**src/rtl/qr_matrix_feeder.sv**
```systemverilog
// Ping-pong matrix buffer that replays each stored 4xNCOL matrix column by column
// as contiguous, zero-padded FRAME_LEN-cycle frames for the systolic CORDIC QR array.
module qr_matrix_feeder #(
  parameter int unsigned DATA_W    = 17,
  parameter int unsigned NCOL      = 4,
  parameter int unsigned FRAME_LEN = 8
) (
  input  logic              clk,
  input  logic              rst,
  input  logic              s_valid,
  output logic              s_ready,
  input  logic [DATA_W-1:0] s_data,
  output logic              qr_valid,
  output logic [DATA_W-1:0] qr_in_1,
  output logic [DATA_W-1:0] qr_in_2,
  output logic [DATA_W-1:0] qr_in_3,
  output logic [DATA_W-1:0] qr_in_4,
  output logic              frame_start
);

  localparam int unsigned NROW  = 4;
  localparam int unsigned DEPTH = NROW * NCOL;
  localparam int unsigned IDX_W = (DEPTH > 1) ? $clog2(DEPTH) : 1;
  localparam int unsigned CNT_W = (FRAME_LEN > 1) ? $clog2(FRAME_LEN) : 1;

  typedef enum logic {
    ST_IDLE,
    ST_STREAM
  } state_t;

  logic [DATA_W-1:0] r_mem [2][DEPTH];
  logic [1:0]        r_full;
  logic              r_wr_bank;
  logic [IDX_W-1:0]  r_wr_idx;
  logic              r_rd_bank;
  logic [CNT_W-1:0]  r_frame_cnt;
  state_t            r_state;
  logic [DATA_W-1:0] r_qr [NROW];
  logic              r_qr_valid;
  logic              r_frame_start;

  logic w_accept;
  logic w_wr_last;
  logic w_frame_end;

  // Ready depends on registered flags only; held low during reset.
  assign s_ready     = !rst && !r_full[r_wr_bank];
  assign w_accept    = s_valid && s_ready;
  assign w_wr_last   = (r_wr_idx == IDX_W'(DEPTH - 1));
  assign w_frame_end = (r_frame_cnt == CNT_W'(FRAME_LEN - 1));

  assign qr_valid    = r_qr_valid;
  assign frame_start = r_frame_start;
  assign qr_in_1     = r_qr[0];
  assign qr_in_2     = r_qr[1];
  assign qr_in_3     = r_qr[2];
  assign qr_in_4     = r_qr[3];

  // Row element of a column; columns at or beyond NCOL are zero padding.
  function automatic logic [DATA_W-1:0] col_elem(input logic             bank,
                                                 input logic [CNT_W-1:0] col,
                                                 input int unsigned      row);
    logic [DATA_W-1:0] v;
    v = '0;
    if (32'(col) < NCOL) v = r_mem[bank][IDX_W'(row * NCOL + 32'(col))];
    return v;
  endfunction

  // Storage carries no reset: a bank is only read after it has been completely rewritten.
  always_ff @(posedge clk) begin
    if (w_accept) r_mem[r_wr_bank][r_wr_idx] <= s_data;
  end

  always_ff @(posedge clk) begin
    if (rst) begin
      r_full        <= '0;
      r_wr_bank     <= 1'b0;
      r_wr_idx      <= '0;
      r_rd_bank     <= 1'b0;
      r_frame_cnt   <= '0;
      r_state       <= ST_IDLE;
      r_qr_valid    <= 1'b0;
      r_frame_start <= 1'b0;
      for (int unsigned r = 0; r < NROW; r++) r_qr[r] <= '0;
    end else begin
      if (w_accept) begin
        r_wr_idx <= w_wr_last ? '0 : r_wr_idx + IDX_W'(1);
        if (w_wr_last) begin
          r_full[r_wr_bank] <= 1'b1;
          r_wr_bank         <= ~r_wr_bank;
        end
      end

      // Writer and reader never touch the same full bit on one edge: a full bank refuses writes.
      case (r_state)
        ST_IDLE: begin
          if (r_full[r_rd_bank]) begin
            r_state       <= ST_STREAM;
            r_frame_cnt   <= '0;
            r_qr_valid    <= 1'b1;
            r_frame_start <= 1'b1;
            for (int unsigned r = 0; r < NROW; r++) r_qr[r] <= col_elem(r_rd_bank, '0, r);
          end
        end
        ST_STREAM: begin
          if (w_frame_end) begin
            r_full[r_rd_bank] <= 1'b0;
            r_rd_bank         <= ~r_rd_bank;
            r_frame_cnt       <= '0;
            if (r_full[~r_rd_bank]) begin
              r_frame_start <= 1'b1;
              for (int unsigned r = 0; r < NROW; r++) r_qr[r] <= col_elem(~r_rd_bank, '0, r);
            end else begin
              r_state       <= ST_IDLE;
              r_qr_valid    <= 1'b0;
              r_frame_start <= 1'b0;
              for (int unsigned r = 0; r < NROW; r++) r_qr[r] <= '0;
            end
          end else begin
            r_frame_cnt   <= r_frame_cnt + CNT_W'(1);
            r_frame_start <= 1'b0;
            for (int unsigned r = 0; r < NROW; r++)
              r_qr[r] <= col_elem(r_rd_bank, r_frame_cnt + CNT_W'(1), r);
          end
        end
        default: r_state <= ST_IDLE;
      endcase
    end
  end

endmodule
```
**config.mk**
```make
export PLATFORM = sky130hd
export DESIGN_NAME = qr_matrix_feeder
export DESIGN_NICKNAME = d
export VERILOG_FILES = /design/src/rtl/qr_matrix_feeder.sv
export SDC_FILE = /design/constraint.sdc
export NUM_CORES = 1
export LEC_CHECK = 0
export ABC_AREA = 1
export CAP_MARGIN = 10
export CELL_PAD_IN_SITES_DETAIL_PLACEMENT = 0
export CELL_PAD_IN_SITES_GLOBAL_PLACEMENT = 1
export CORE_ASPECT_RATIO = 0.7
export CORE_MARGIN = 1.5
export CORE_UTILIZATION = 25
export CTS_CLUSTER_SIZE = 14
export DETAILED_ROUTE_END_ITERATION = 6
export PLACE_DENSITY = 0.44
export RECOVER_POWER = 50
export SLEW_MARGIN = 20
export SYNTH_ARGS = -nofsm -noshare
export SYNTH_HDL_FRONTEND = slang
export SYNTH_SLANG_ARGS = --single-unit
```
**constraint.sdc**
```tcl
create_clock -name clk -period 2.8 [get_ports clk]
set_input_delay 0.84 -clock clk [delete_from_list [all_inputs] [get_ports clk]]
set_output_delay 0.84 -clock clk [all_outputs]
set_load 0.02 [all_outputs]
```
Figure 1. PDN straps and rails (run 1).
Pins as bars on the die edge. Tap cells in grey.
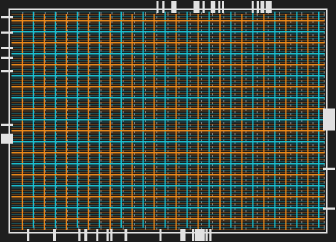
- orange: VSS
- cyan: VDD
- met1 rails: 100
- rows: 99
- tap cells: 1414

Figure 2. Placed cells, one colour a class (run 1).
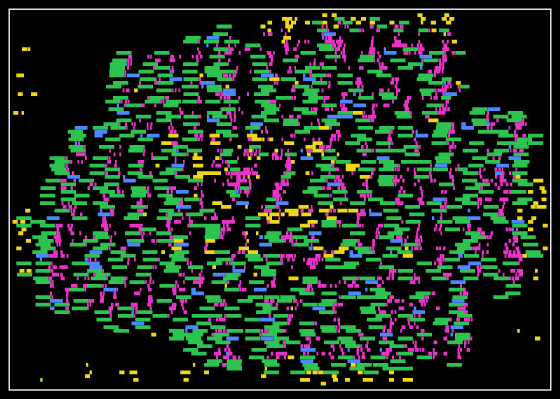
- blue: clock drivers and dummy loads (cells 129)
- green: flops (cells 627)
- yellow: other buffers and delay cells (cells 200)
- magenta: combinational and other logic (cells 1540)
sequential cell area share: 58.1%
design area: 31900 um^2
core area: 104000 um^2

Figure 3. Clock distribution (run 1).
Bar = 100 um.
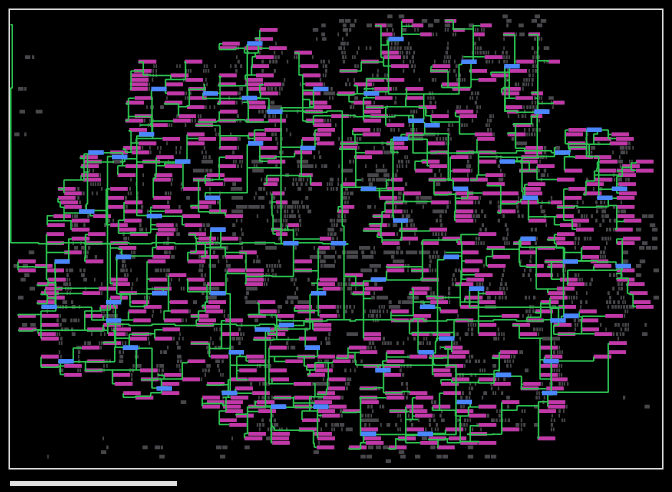
- magenta: flip-flops (count 627)
- green: clock wires (length 9520 um)
- blue: clock drivers (count 71)
- flops lie: spread over the die
Clock power frac: 46.0%
Clock group: 9190 uW
clock latency on the worst-skew pair: 0.65 ns
Clock Skews: 0.0262 ns

Figure 4. Routed metal, one colour a layer (run 1).
Bar = 100 um.
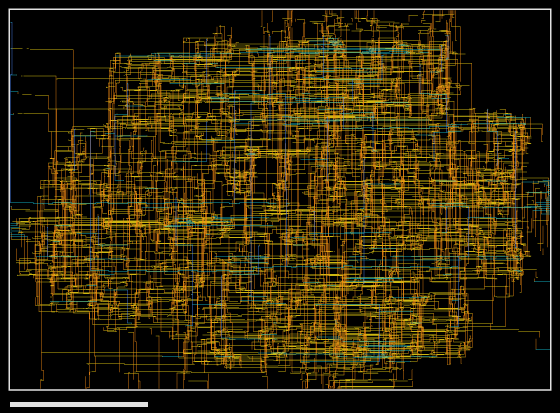
- yellow: metal 1 (wire length 43.4 mm)
- cyan: metal 3 (wire length 4480 um)
- orange: metal 2 (wire length 37.4 mm)
- blue: metal 4 (wire length 1670 um)

==> notes.md, run 1 <==
run metrics: total routed wirelength=just under 90000 um, die area=about 110000 um^2, layout cell share with drive strength beyond 1=about a tenth, placed cell area=between 20000 and 30000 um^2, Reg power frac=51.7%, clock buffer count=approximately 95, synthesized cell area=around 26000 um^2, FF-to-FF Start=r_frame_cnt[0], NumNets Final=2466, EDFF count, synth=just under 600, PwrDens=roughly 630 nW/um^2, row count=slightly below 100, Synth Area in Compound Gates=between 10% and 20%, fp util=around 25%, Simple-Gate Area Share=about 15%, Area-dominant class=sequential cells, Max H-tree Level=3, CP startpoint kind=flop, Inst Count DP=between 3000 and 4000, Comb. pwr=approximately 450 uW, fillers=10600, tool warnings=33, PnR Total Power=20000 uW, DRT iter0 DRCs=approximately 1400, RSZ-0062 raised after global routing=false, failing checks=DRC, capacitance limit, slew limit, CP Launch Point=r_qr[3][16], WP data required=1.96 ns, crit path capture type=primary output, max reg flops=around 540, logic area=about 6700 um^2, Hold Crit Endpoint=r_qr[2][16], NetSw=about 4300 uW, Root Driver=clkbuf_16, Slew headroom=-20.1%, leading area contributor after synthesis=edfxtp_1, Reg-to-Reg End=r_qr[1][14], adder share=less than 1%, first-pass GRT wire length=between 100000 and 150000 um, top sig layer=met4, total track usage=approximately 16%, die height=274 um, GRT busiest layer=met1, Hold Fails Final Rpt=0, slack of the critical path=approximately 0.1 ns, Reg2Reg Setup Slack=0.25 ns, status=complete, but fails checks, Area leader share=between 60 and 70%, Post-DP HPWL=51600 um, r2r worst-path depth=6, post-synthesis xor/xnor area fraction=less than 1%, Synth top cell by count=edfxtp_1, Most flops, register=r_mem, Net Sw Frac=between 20% and 30%, cell count listed in synth_stat.txt=between 2000 and 2500, Final Instance Count excl. Fillers=just under 4000, Detail Route Antenna Nets=0, Comb area share=between 20% and 30%, pin count of the biggest net entering global routing=~100, Num CTS Buffers=~71, inverters=roughly 84, total gr overflow=0, Max VDD drop=around 0.33 mV, ys flops=627, biggest area cells=edfxtp_1 68%, nand2_1 8.4%, o21ai_0 4.5%, Buf+Inv Stages, Crit Path=1, P&R area growth vs syn=21.1%, first drt pass iteration count=7, met3 WL post-DR=4480 um, yosys stat area=about 26000 um^2, biggest regs=r_mem x544, r_qr x68, r_wr_idx x4, Buffers on Ports=about 90, Multi-In Gates=between 1000 and 1500, vias in the first global route=17600, seq pwr=10300 uW, dpl ws=-0.285 ns, M3 GR Usage=roughly 3.0%, slowest cell on the critical path=clkdlybuf4s50_1, maxcap violations=2, IO Count=around 91, Tap Count=1414, final tally of setup violations=0, M2 GR Usage=24.0%, Mapped Cells=2316, CTS resizes=2, Signal buffers=200, Max Buffers Root-to-Sink=3, Internal Power=15700 uW, Unique cell types=31, GPL Wtd Cong=about 0.76, Remaining DRCs=5, Inserted Diodes=2, Post-Synthesis Net Count=about 2300, Hold Crit Start=r_qr[2][16], ys flop type=edfxtp_1, slowest stage delay, CP=0.69 ns, Core Util, Final=around 30%, Top cell excl fill/tap=edfxtp_1, syn_area_per_cell=roughly 11 um^2, M1 wire length=~43000 um, registers=about 630, hold depth=2, non-clk buf share=~7.1%, Main logic family=simple AND/OR/NAND/NOR gates, TritonCTS clock tree=done, tally of yosys warning messages=0, list of most frequent post-synthesis cells=595 x edfxtp_1, 591 x nand2_1, 234 x o21ai_0, 219 x nor2_1, 146 x nand3_1, setup_tns=0 ns, Max power group=registers, cell family with most CP delay=buffers and inverters, Max Slew Vio Count=~67, Avg WL per Cell=around 22 um
## Run 2: what changed since run 1
--- a/config.mk
+++ b/config.mk
@@ -5,7 +5,7 @@
 export SDC_FILE = /design/constraint.sdc
 export NUM_CORES = 1
 export LEC_CHECK = 0
-export ABC_AREA = 1
+export ABC_AREA = 0
 export CAP_MARGIN = 10
 export CELL_PAD_IN_SITES_DETAIL_PLACEMENT = 0
 export CELL_PAD_IN_SITES_GLOBAL_PLACEMENT = 1
@@ -14,7 +14,7 @@
 export CORE_UTILIZATION = 25
 export CTS_CLUSTER_SIZE = 14
 export DETAILED_ROUTE_END_ITERATION = 6
-export PLACE_DENSITY = 0.44
+export PLACE_DENSITY = 0.42
 export RECOVER_POWER = 50
 export SLEW_MARGIN = 20
 export SYNTH_ARGS = -nofsm -noshare
==> run 2 against run 1 <==
  * The flow finishes with violations (capacitance limit, slew limit)
  * Worst hold slack got worse by 0.0018 ns
  * Via count decreased by 20%
  * Sequential power about the same
  * Sequential cell count unchanged
==> notes.md, run 2 <==
run metrics: status=complete, but fails checks, failing checks=capacitance limit, slew limit, Reg-to-Reg End=r_qr[0][5], hold depth=2, placed cell area=approximately 30000 um^2, r2r worst-path depth=7, FF-to-FF Start=r_frame_cnt[0], leading area contributor after synthesis=edfxtp_1, CTS resizes=1, Simple-Gate Area Share=between 4 and 5%, Remaining DRCs=0, Top cell excl fill/tap=edfxtp_1, Area-dominant class=sequential cells, PwrDens=617 nW/um^2, RSZ-0062 raised after global routing=false, Mapped Cells=1453, design area=31600 um^2, top sig layer=met4, Post-DP HPWL=between 40000 and 50000 um, Clock power frac=about 45%, die height=272 um, list of most frequent post-synthesis cells=595 x edfxtp_1, 103 x mux2i_1, 102 x mux4_2, 53 x clkbuf_1, 53 x nand4_1, maxcap violations=3, Max Slew Vio Count=just under 100, cell count listed in synth_stat.txt=around 1500, crit path capture type=primary output, Most flops, register=r_mem, slack of the critical path=approximately 0.12 ns, biggest area cells=edfxtp_1 69%, mux4_2 8.9%, mux2i_1 4.0%, Inst Count DP=~2900, Synth Area in Compound Gates=under 10%, Area leader share=roughly 69%, Final Instance Count excl. Fillers=approximately 3100, Max power group=registers, NetSw=4080 uW, Unique cell types=between 50 and 60, Root Driver=clkbuf_16, PnR Total Power=19500 uW, Hold Fails Final Rpt=0, Slew headroom=-27.4%, Reg power frac=52.9%, slowest stage delay, CP=0.35 ns, Inserted Diodes=1, M3 GR Usage=2.55%, total gr overflow=0, M2 GR Usage=22.9%, total track usage=between 10% and 20%, Internal Power=15400 uW, synthesized cell area=roughly 26000 um^2, die area=105000 um^2, P&R area growth vs syn=22.5%, pin count of the biggest net entering global routing=between 80 and 90, first-pass GRT wire length=about 110000 um, DRT iter0 DRCs=~1300, ys flop type=edfxtp_1, GRT busiest layer=met2, row count=98, Tap Count=approximately 1400, yosys stat area=approximately 26000 um^2, core area=102000 um^2
Figure 5. PDN straps and rails (run 2).
Pins as bars on the die edge. Tap cells in grey.
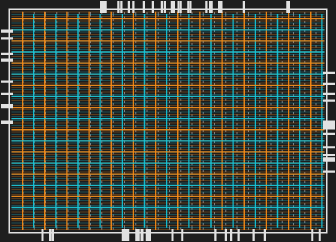
- orange: VSS
- cyan: VDD
- met4 straps: 28
- signal pins: 91

## Run 3: what changed since run 2
--- a/config.mk
+++ b/config.mk
@@ -10,7 +10,7 @@
 export CELL_PAD_IN_SITES_DETAIL_PLACEMENT = 0
 export CELL_PAD_IN_SITES_GLOBAL_PLACEMENT = 1
 export CORE_ASPECT_RATIO = 0.7
-export CORE_MARGIN = 1.5
+export CORE_MARGIN = 2
 export CORE_UTILIZATION = 25
 export CTS_CLUSTER_SIZE = 14
 export DETAILED_ROUTE_END_ITERATION = 6
==> run 3 against run 2 <==
  * The flow still finishes with violations (capacitance limit, slew limit)
  * Clock power rose by 4.6%
  * Critical path depth fell by 3
  * Cell count rose by 0.46%
  * Global-route usage fell by 0.066 points
  * Combinational power barely moved
  * Register-to-register slack improved by 0.05 ns
  * Cell area rose by 0.32%
  * First-iteration DRC count rose by 4.7%
  * Largest cell class unchanged
==> notes.md, run 3 <==
run metrics: status=complete, but fails checks, failing checks=capacitance limit, slew limit, design area=between 30000 and 40000 um^2, Clock power frac=a little under half, M2 GR Usage=around 22%, cell family with most CP delay=buffers and inverters, Multi-In Gates=approximately 680, Hold Fails Final Rpt=0, TritonCTS clock tree=done, seq pwr=~10000 uW, Simple-Gate Area Share=4.75%, clock latency on the worst-skew pair=0.61 ns, P&R area growth vs syn=22.9%, Max VDD drop=0.449 mV, total routed wirelength=approximately 77000 um, logic area=between 6000 and 7000 um^2, placed cell area=a little under 30000 um^2, Buffers on Ports=roughly 90, first-pass GRT wire length=around 110000 um, inverters=about 42, die area=about 110000 um^2, PnR Total Power=between 15000 and 20000 uW, biggest regs=r_mem x544, r_qr x68, r_wr_idx x4, CTS resizes=3, IO Count=91, slack of the critical path=0.137 ns, max reg flops=approximately 540, sequential cell area share=58.4%, Reg power frac=51.9%, EDFF count, synth=approximately 600, met3 WL post-DR=between 3000 and 4000 um, top sig layer=met4, hold depth=2, Max power group=registers, Synth top cell by count=edfxtp_1, crit path capture type=primary output, ys flops=about 630, core area=102000 um^2, first drt pass iteration count=5, Slew headroom=-21.4%, total gr overflow=0, tool warnings=29, Max Slew Vio Count=about 66, Max Buffers Root-to-Sink=3, Final Instance Count excl. Fillers=~3100, GPL Wtd Cong=roughly 0.75, row count=a little under 100, pin count of the biggest net entering global routing=84, Comb. pwr=463 uW, list of most frequent post-synthesis cells=595 x edfxtp_1, 103 x mux2i_1, 102 x mux4_2, 53 x clkbuf_1, 53 x nand4_1, fillers=just under 10000, slowest stage delay, CP=between 0.6 and 0.7 ns, Comb area share=a little over a fifth, biggest area cells=edfxtp_1 69%, mux4_2 8.9%, mux2i_1 4.0%, maxcap violations=2, Mapped Cells=about 1500, Reg-to-Reg End=r_qr[2][7], Signal buffers=approximately 240, NumNets Final=about 1700, ys flop type=edfxtp_1, registers=roughly 630, vias in the first global route=between 10000 and 15000, PwrDens=628 nW/um^2, RSZ-0062 raised after global routing=false, Unique cell types=~51, Inserted Diodes=1, Most flops, register=r_mem
Figure 6. Track usage over the die (run 3).
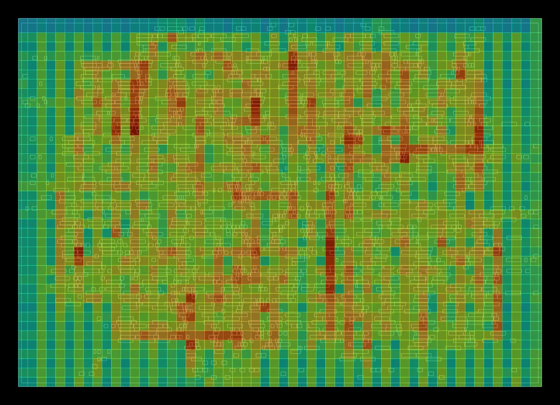
Avg WL per Cell: 25.2 um
M3 GR Usage: 2.44%
met1 Use GR: 21.5%
Core Util, Final: 31.0%
total track usage: 14.5%

Power and IR drop assume default switching activity.
